### Congestion heat map, run 1

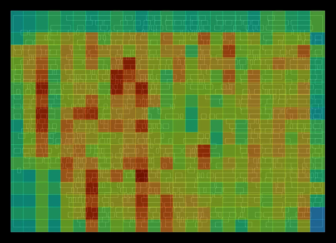
### The metal 3 layer, run 1

(3 px per um) Cells faint in the background.
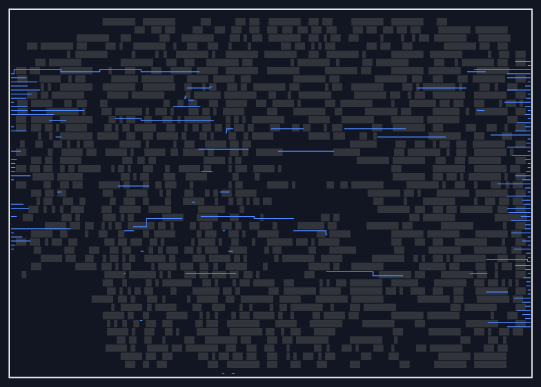
### Metal 2, run 1

(3 px per um)
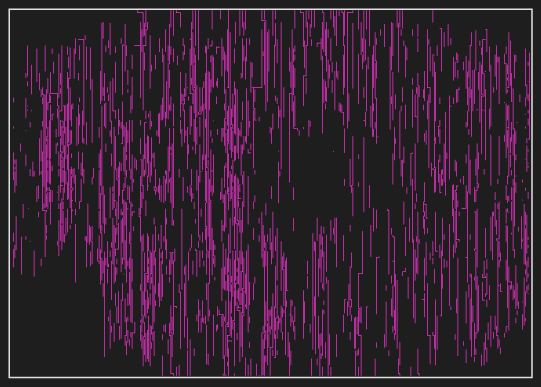
### Signal wires on met1, run 1

(3 px per um) Supply wires on this layer in gray. Cells faint in the background.
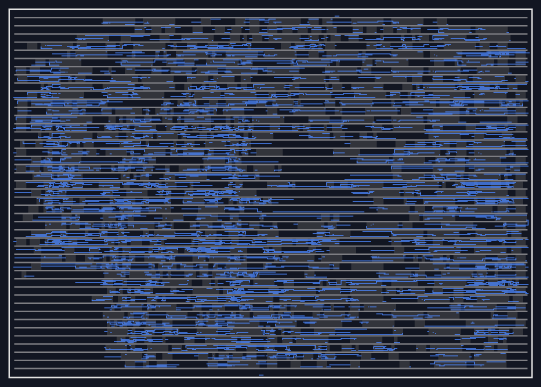
$ cat src/rtl/cpu_pkg.sv
// rtl/cpu_pkg.sv - shared fetch FSM states, PC step and NOP encoding
package cpu_pkg;

    typedef enum logic [1:0] {
        ST_IDLE,
        ST_FETCH,
        ST_HOLD,
        ST_DRAIN
    } fetch_state_t;

    localparam logic [31:0] PC_INCR   = 32'd4;
    localparam logic [31:0] NOP_INSTR = 32'h0000_0013;

    function automatic logic [31:0] align_word(input logic [31:0] addr);
        return {addr[31:2], 2'b00};
    endfunction

endpackage

$ cat src/rtl/fetch_queue.sv
// rtl/fetch_queue.sv - sync FIFO of {pc, instr} entries with single-cycle flush
module fetch_queue #(
    parameter int DEPTH = 2,
    localparam int AW = $clog2(DEPTH),
    localparam int CW = AW + 1
) (
    input  logic          clk,
    input  logic          rst,
    input  logic          flush,
    input  logic          s_tvalid,
    input  logic [63:0]   s_tdata,
    input  logic          m_tready,
    output logic          m_tvalid,
    output logic [63:0]   m_tdata,
    output logic [CW-1:0] count
);

    logic [63:0]   mem [DEPTH];
    logic [AW-1:0] wr_ptr;
    logic [AW-1:0] rd_ptr;
    logic          push;
    logic          pop;

    assign push     = s_tvalid && !flush && (count != CW'(DEPTH));
    assign pop      = m_tready && !flush && (count != '0);
    assign m_tvalid = (count != '0);
    // Empty queue presents zeros so the head fields are clean after reset/flush
    assign m_tdata  = m_tvalid ? mem[rd_ptr] : '0;

    always_ff @(posedge clk) begin
        if (push) begin
            mem[wr_ptr] <= s_tdata;
        end
    end

    always_ff @(posedge clk) begin
        if (rst || flush) begin
            wr_ptr <= '0;
            rd_ptr <= '0;
            count  <= '0;
        end else begin
            if (push) begin
                wr_ptr <= wr_ptr + AW'(1);
            end
            if (pop) begin
                rd_ptr <= rd_ptr + AW'(1);
            end
            count <= count + CW'(push) - CW'(pop);
        end
    end

endmodule

$ cat src/rtl/fetch_unit.sv
// rtl/fetch_unit.sv - instruction fetch FSM with queue; FETCH_PERF_CNT_EN adds a stall counter
module fetch_unit
    import cpu_pkg::*;
#(
    parameter logic [31:0] RESET_PC = 32'h0000_0000,
    parameter int          DEPTH    = 2
) (
    input  logic        clk_i,
    input  logic        rst_i,
    input  logic        start_i,
    input  logic        stall_i,
    input  logic        redirect_i,
    input  logic [31:0] redirect_pc_i,
    output logic        imem_req_o,
    output logic [31:0] imem_addr_o,
    input  logic        imem_ack_i,
    input  logic [31:0] imem_data_i,
    output logic        valid_o,
    output logic [31:0] pc_o,
    output logic [31:0] instr_o
`ifdef FETCH_PERF_CNT_EN
    ,
    output logic [31:0] perf_stall_cnt_o
`endif
);

    localparam int CW = $clog2(DEPTH) + 1;

    fetch_state_t  state_q, state_d;
    logic [31:0]   pc_q;
    logic [31:0]   addr_q;
    logic [31:0]   redirect_tgt;
    logic [31:0]   issue_addr;
    logic          outstanding;
    logic          push;
    logic          pop;
    logic          issue;
    logic          space;
    logic [CW-1:0] count;
    logic [CW-1:0] count_after;
    logic          head_valid;
    logic [63:0]   head;

    assign redirect_tgt = align_word(redirect_pc_i);
    assign outstanding  = (state_q == ST_FETCH) || (state_q == ST_DRAIN);
    assign push         = (state_q == ST_FETCH) && imem_ack_i && !redirect_i;
    assign pop          = head_valid && !stall_i && !redirect_i;
    // Occupancy once this edge settles; a flush empties the queue outright
    assign count_after  = redirect_i ? '0 : count + CW'(push) - CW'(pop);
    assign space        = count_after < CW'(DEPTH);
    assign issue_addr   = redirect_i ? redirect_tgt : pc_q;

    always_comb begin
        state_d = state_q;
        issue   = 1'b0;
        if (outstanding && !imem_ack_i) begin
            if (redirect_i) begin
                state_d = ST_DRAIN;
            end
        end else if (start_i && space) begin
            issue   = 1'b1;
            state_d = ST_FETCH;
        end else begin
            state_d = start_i ? ST_HOLD : ST_IDLE;
        end
    end

    // pc_q holds the next address to request; addr_q holds the one on the bus
    always_ff @(posedge clk_i) begin
        if (rst_i) begin
            state_q <= ST_IDLE;
            pc_q    <= RESET_PC;
            addr_q  <= RESET_PC;
        end else begin
            state_q <= state_d;
            if (issue) begin
                addr_q <= issue_addr;
                pc_q   <= issue_addr + PC_INCR;
            end else if (redirect_i) begin
                pc_q <= redirect_tgt;
            end
        end
    end

    fetch_queue #(
        .DEPTH (DEPTH)
    ) u_queue (
        .clk      (clk_i),
        .rst      (rst_i),
        .flush    (redirect_i),
        .s_tvalid (push),
        .s_tdata  ({addr_q, imem_data_i}),
        .m_tready (pop),
        .m_tvalid (head_valid),
        .m_tdata  (head),
        .count    (count)
    );

    assign imem_req_o  = outstanding;
    assign imem_addr_o = addr_q;
    assign valid_o     = head_valid;
    assign pc_o        = head[63:32];
    assign instr_o     = head[31:0];

`ifdef FETCH_PERF_CNT_EN
    always_ff @(posedge clk_i) begin
        if (rst_i) begin
            perf_stall_cnt_o <= '0;
        end else if (head_valid && stall_i && (perf_stall_cnt_o != '1)) begin
            perf_stall_cnt_o <= perf_stall_cnt_o + 32'd1;
        end
    end
`endif

endmodule

$ cat config.mk
export PLATFORM = sky130hd
export DESIGN_NAME = fetch_unit
export DESIGN_NICKNAME = d
export VERILOG_FILES = /design/src/rtl/cpu_pkg.sv /design/src/rtl/fetch_queue.sv /design/src/rtl/fetch_unit.sv
export SDC_FILE = /design/constraint.sdc
export NUM_CORES = 1
export LEC_CHECK = 0
export CELL_PAD_IN_SITES_DETAIL_PLACEMENT = 1
export CELL_PAD_IN_SITES_GLOBAL_PLACEMENT = 1
export CORE_ASPECT_RATIO = 0.7
export CORE_UTILIZATION = 40
export CTS_CLUSTER_DIAMETER = 30
export CTS_CLUSTER_SIZE = 30
export DETAILED_ROUTE_END_ITERATION = 16
export PLACE_DENSITY = 0.8
export SLEW_MARGIN = 20
export SYNTH_ARGS = -nofsm -noshare
export SYNTH_HDL_FRONTEND = slang
export SYNTH_SLANG_ARGS = --single-unit
$ cat constraint.sdc
create_clock -name clk_i -period 14.2 [get_ports clk_i]
set_input_delay 2.84 -clock clk_i [delete_from_list [all_inputs] [get_ports clk_i]]
set_output_delay 2.84 -clock clk_i [all_outputs]
set_load 0.005 [all_outputs]
==> impl_metrics.toml, run 1 <==
# flow metrics
[clocking]
cts_setup_buffers = 0
worstSkewPairLatency_ns = 0.43
numCtsBuffers = 17
hold_buffers = 0
postCtsResizedCells = 0
cts.sinks = 199
cts_tree = "done"
clk_pin_slew_ns = 0.07
cts_buffer_depth = 2
cts_max_level = 4

[logic_synthesis]
synth-main-ff-cell = "edfxtp_1"
ys_cells = 650
ys_ff = 199
edf_count = 128
synth_top_area_share = 0.465
syn_nets = 724
syn-cell-area_sq_um = 8260
synth_top_cell_by_area = "edfxtp_1"
ys_top_cells_by_area = "edfxtp_1, dfxtp_1, mux2i_1"

[routing]
dr.max_layer_used = "met4"
wl_met2_mm = 10.4
met1_length_mm = 9.89
viasPerCell = 5.32
wire_per_inst_um = 19.6

[hold_path]
worstHoldStart = "pc_q[1]"
min_to = "pc_q[1]"

[final_timing]
finalHoldViolCount = 0
whs_ns = 0.472
worst-slew-pin-transition_ns = 0.859
drv_slew = 0
max_freq_ghz = 0.175
period_needed_ns = 5.72
fin_skew_ns = 0.0144
slew_headroom = 0.427
rsz0062_at_grt = "no"

[critical_path]
r2r_slack_ns = 10.20
crit_type = "in -> reg"
crit_path_end_kind = "flop"
setup.worst_path.start = "redirect_i"
reg2reg_depth = 9
critical_path_depth = 11
required_ns = 14.58
cp_max_fo = 62
arrival_ns = 6.09
cp.buffers_inverters = 3

[final_layout]
design_area_sq_um = 10700
combGateArea_sq_um = 2820
area_growth_pct = 30.1
drive_gt1_frac = 0.0798
diodes = 0

[power]
p_comb_mw = 0.103
power_mw = 1.25
p_seq_frac = 0.521
pwr-share-comb = 0.083
netSwitchingFraction = 0.232
power-top-group = "sequential cells"
powerSeq_mw = 0.649
powerDensity_nw_per_um2 = 116

[global_route]
grt_pass1_vias = 5950
antenna_found_initial = 0
grt_max_degree = 75

[status]
status = "finished, final reports clean"

[placement]
place.gp.congestion = 0.810
port_buffers = 165
dp.cells = 1053

[job]
warning_count = 28

[die]
dieArea_sq_um = 21200
About 'Congestion heat map':
gr usage total: 0.201
GR Util met2: 0.345
met1 GRT Util: 0.260
GRT Max-Usage Layer: met2

About 'The metal 3 layer':
wire length on this layer	784 um
longest straight run	24.1 um
nets with wire on the layer	114
main direction	horizontal
drt total wl: 21.3 mm
DR vias: 5773
grt met3 use: 0.0431

About 'Metal 2':
longest straight run	49.0 um
share of all routed wire	49%
nets with wire on the layer	798

About 'Signal wires on met1':
main direction	horizontal
longest straight run	48.3 um
nets with wire on the layer	806
share of all routed wire	46%

## run 1: logic make-up after synthesis
family,after synthesis,synth area share
buffers and inverters,44,0.0233
XOR/XNOR,21,0.0223
AND-OR/OR-AND,66,0.0609
adder cells (fa/ha/maj),4,0.00606
AND/OR/NAND/NOR,226,0.140
multiplexers,90,0.110
flip-flops,199,0.637
## run 1: layout make-up
cell class,instances,area share
repair buffers,171,0.157
clock buffers,19,0.0412
flip-flops and latches,199,0.490
well taps,270,0.0314
multi-input cells,407,0.262
clock inverters,13,0.0150
inverters,6,0.00210
## run 1: sequential cells by signal, summed over array words and instances (netlist names), named ones only
name	cells
imem_addr_o	32
u_queue.rd_ptr	1
u_queue.count	2
u_queue.mem	128
state_q	2
u_queue.wr_ptr	1
pc_q	32
==> run 2: changes to the inputs <==
CORE_UTILIZATION = 37   (was 40)
PLACE_DENSITY = 0.78   (was 0.8)
clock period = 4.76 ns   (was 14.2 ns; I/O delays follow)
==> impl_metrics.toml, run 2 <==
# flow metrics
[global_route]
grt_pass1_vias = 5733
grt_max_degree = 67
grt_util_all_layers = 0.182
antenna_found_initial = 1

[critical_path]
required_ns = 3.81
crit_path_top_delay_cell = "dfxtp_4"
arrival_ns = 2.49
crit_path_end_kind = "output pin"
crit_type = "reg -> out"
cp_max_fo = 47

[power]
power_mw = 3.68
netSwitchingFraction = 0.240
power-top-group = "sequential cells"
p_comb_mw = 0.306
powerDensity_nw_per_um2 = 342
p_seq_frac = 0.526
powerSeq_mw = 1.93

[clocking]
numCtsBuffers = 17
postCtsResizedCells = 0
cts_max_level = 4
cts_tree = "done"
hold_buffers = 0
cts_buffer_depth = 2
cts_setup_buffers = 0

[die]
dieArea_sq_um = 22900

[logic_synthesis]
syn-cell-area_sq_um = 8260
ys_ff = 199
yosys.area_share.simple = 0.140
mux_area_frac = 0.110
edf_count = 128
ys_top_cells_by_area = "edfxtp_1, dfxtp_1, mux2i_1"
logic_family = "simple AND/OR/NAND/NOR gates"
syn_nets = 724
adder_share = 0.00606
xor_area_frac = 0.0223
synth_top_cell_by_area = "edfxtp_1"
synth-main-ff-cell = "edfxtp_1"
aoi_share = 0.0609

[placement]
place.gp.congestion = 0.794
port_buffers = 165

[final_timing]
fin_skew_ns = 0.00762
drv_slew = 0
whs_ns = 0.471
finalHoldViolCount = 0
period_needed_ns = 3.44
max_freq_ghz = 0.291
slew_headroom = 0.383
worst-slew-pin-transition_ns = 0.925
rsz0062_at_grt = "no"

[status]
status = "finished, final reports clean"

[final_layout]
largest_register = "u_queue.mem"
drive_gt1_frac = 0.0855
largest_reg_flops = 128
diodes = 0
area_growth_pct = 30.3
design_area_sq_um = 10800

[job]
warning_count = 28

[routing]
met1_length_mm = 9.94
wl_met2_mm = 9.08
viasPerCell = 5.14

[hold_path]
hold_path_class = "reg -> reg"
==> run 2: cell counts after synthesis <==
Identical to the previous run, type by type.
==> run 2: path summary, 6_finish.rpt <==
kind	from	end	slack, ns	cells after the start
hold / removal	pc_q[0]	pc_q[0]	0.47	1
setup reg to reg	u_queue.count[1]	pc_q[29]	1.79	9
setup / recovery	flop	pc_o[12]	1.32	4
hold reg to reg	pc_q[0]	pc_q[0]	0.47	1
==> run 2: cell type report <==
cell class | instances | area share
sequential | 199 | 0.489
multi-input combinational | 407 | 0.262
timing repair buffer | 175 | 0.159
clock buffer | 17 | 0.0395
tap | 282 | 0.0328
clock inverter | 15 | 0.0148
inverter | 6 | 0.00209
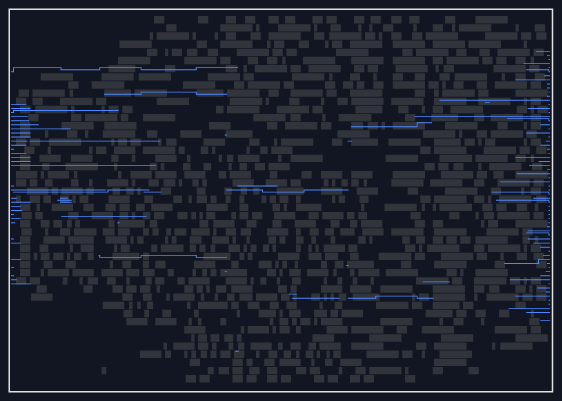
*The metal 3 layer, run 2*
(3 px per um) Cells faint in the background.
longest straight run	48.1 um
share of all routed wire	5.2%
main direction	horizontal
wire length on this layer	1050 um
grt met3 use: 0.0490
drt total wl: 20.2 mm

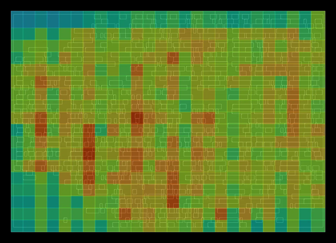
*Congestion heat map, run 2*
met1 GRT Util: 0.252
GR Util met2: 0.283
Wirelength per Cell: 18.4 um

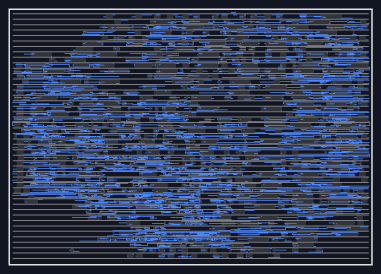
*Signal wires on met1, run 2*
(2 px per um) Supply wires on this layer in gray. Cells faint in the background.
longest straight run	45.5 um
nets with wire on the layer	797
main direction	horizontal
share of all routed wire	49%
wire length on this layer	9940 um
DR vias: 5661

No activity file was given, so power comes from the tool's default toggle rates.
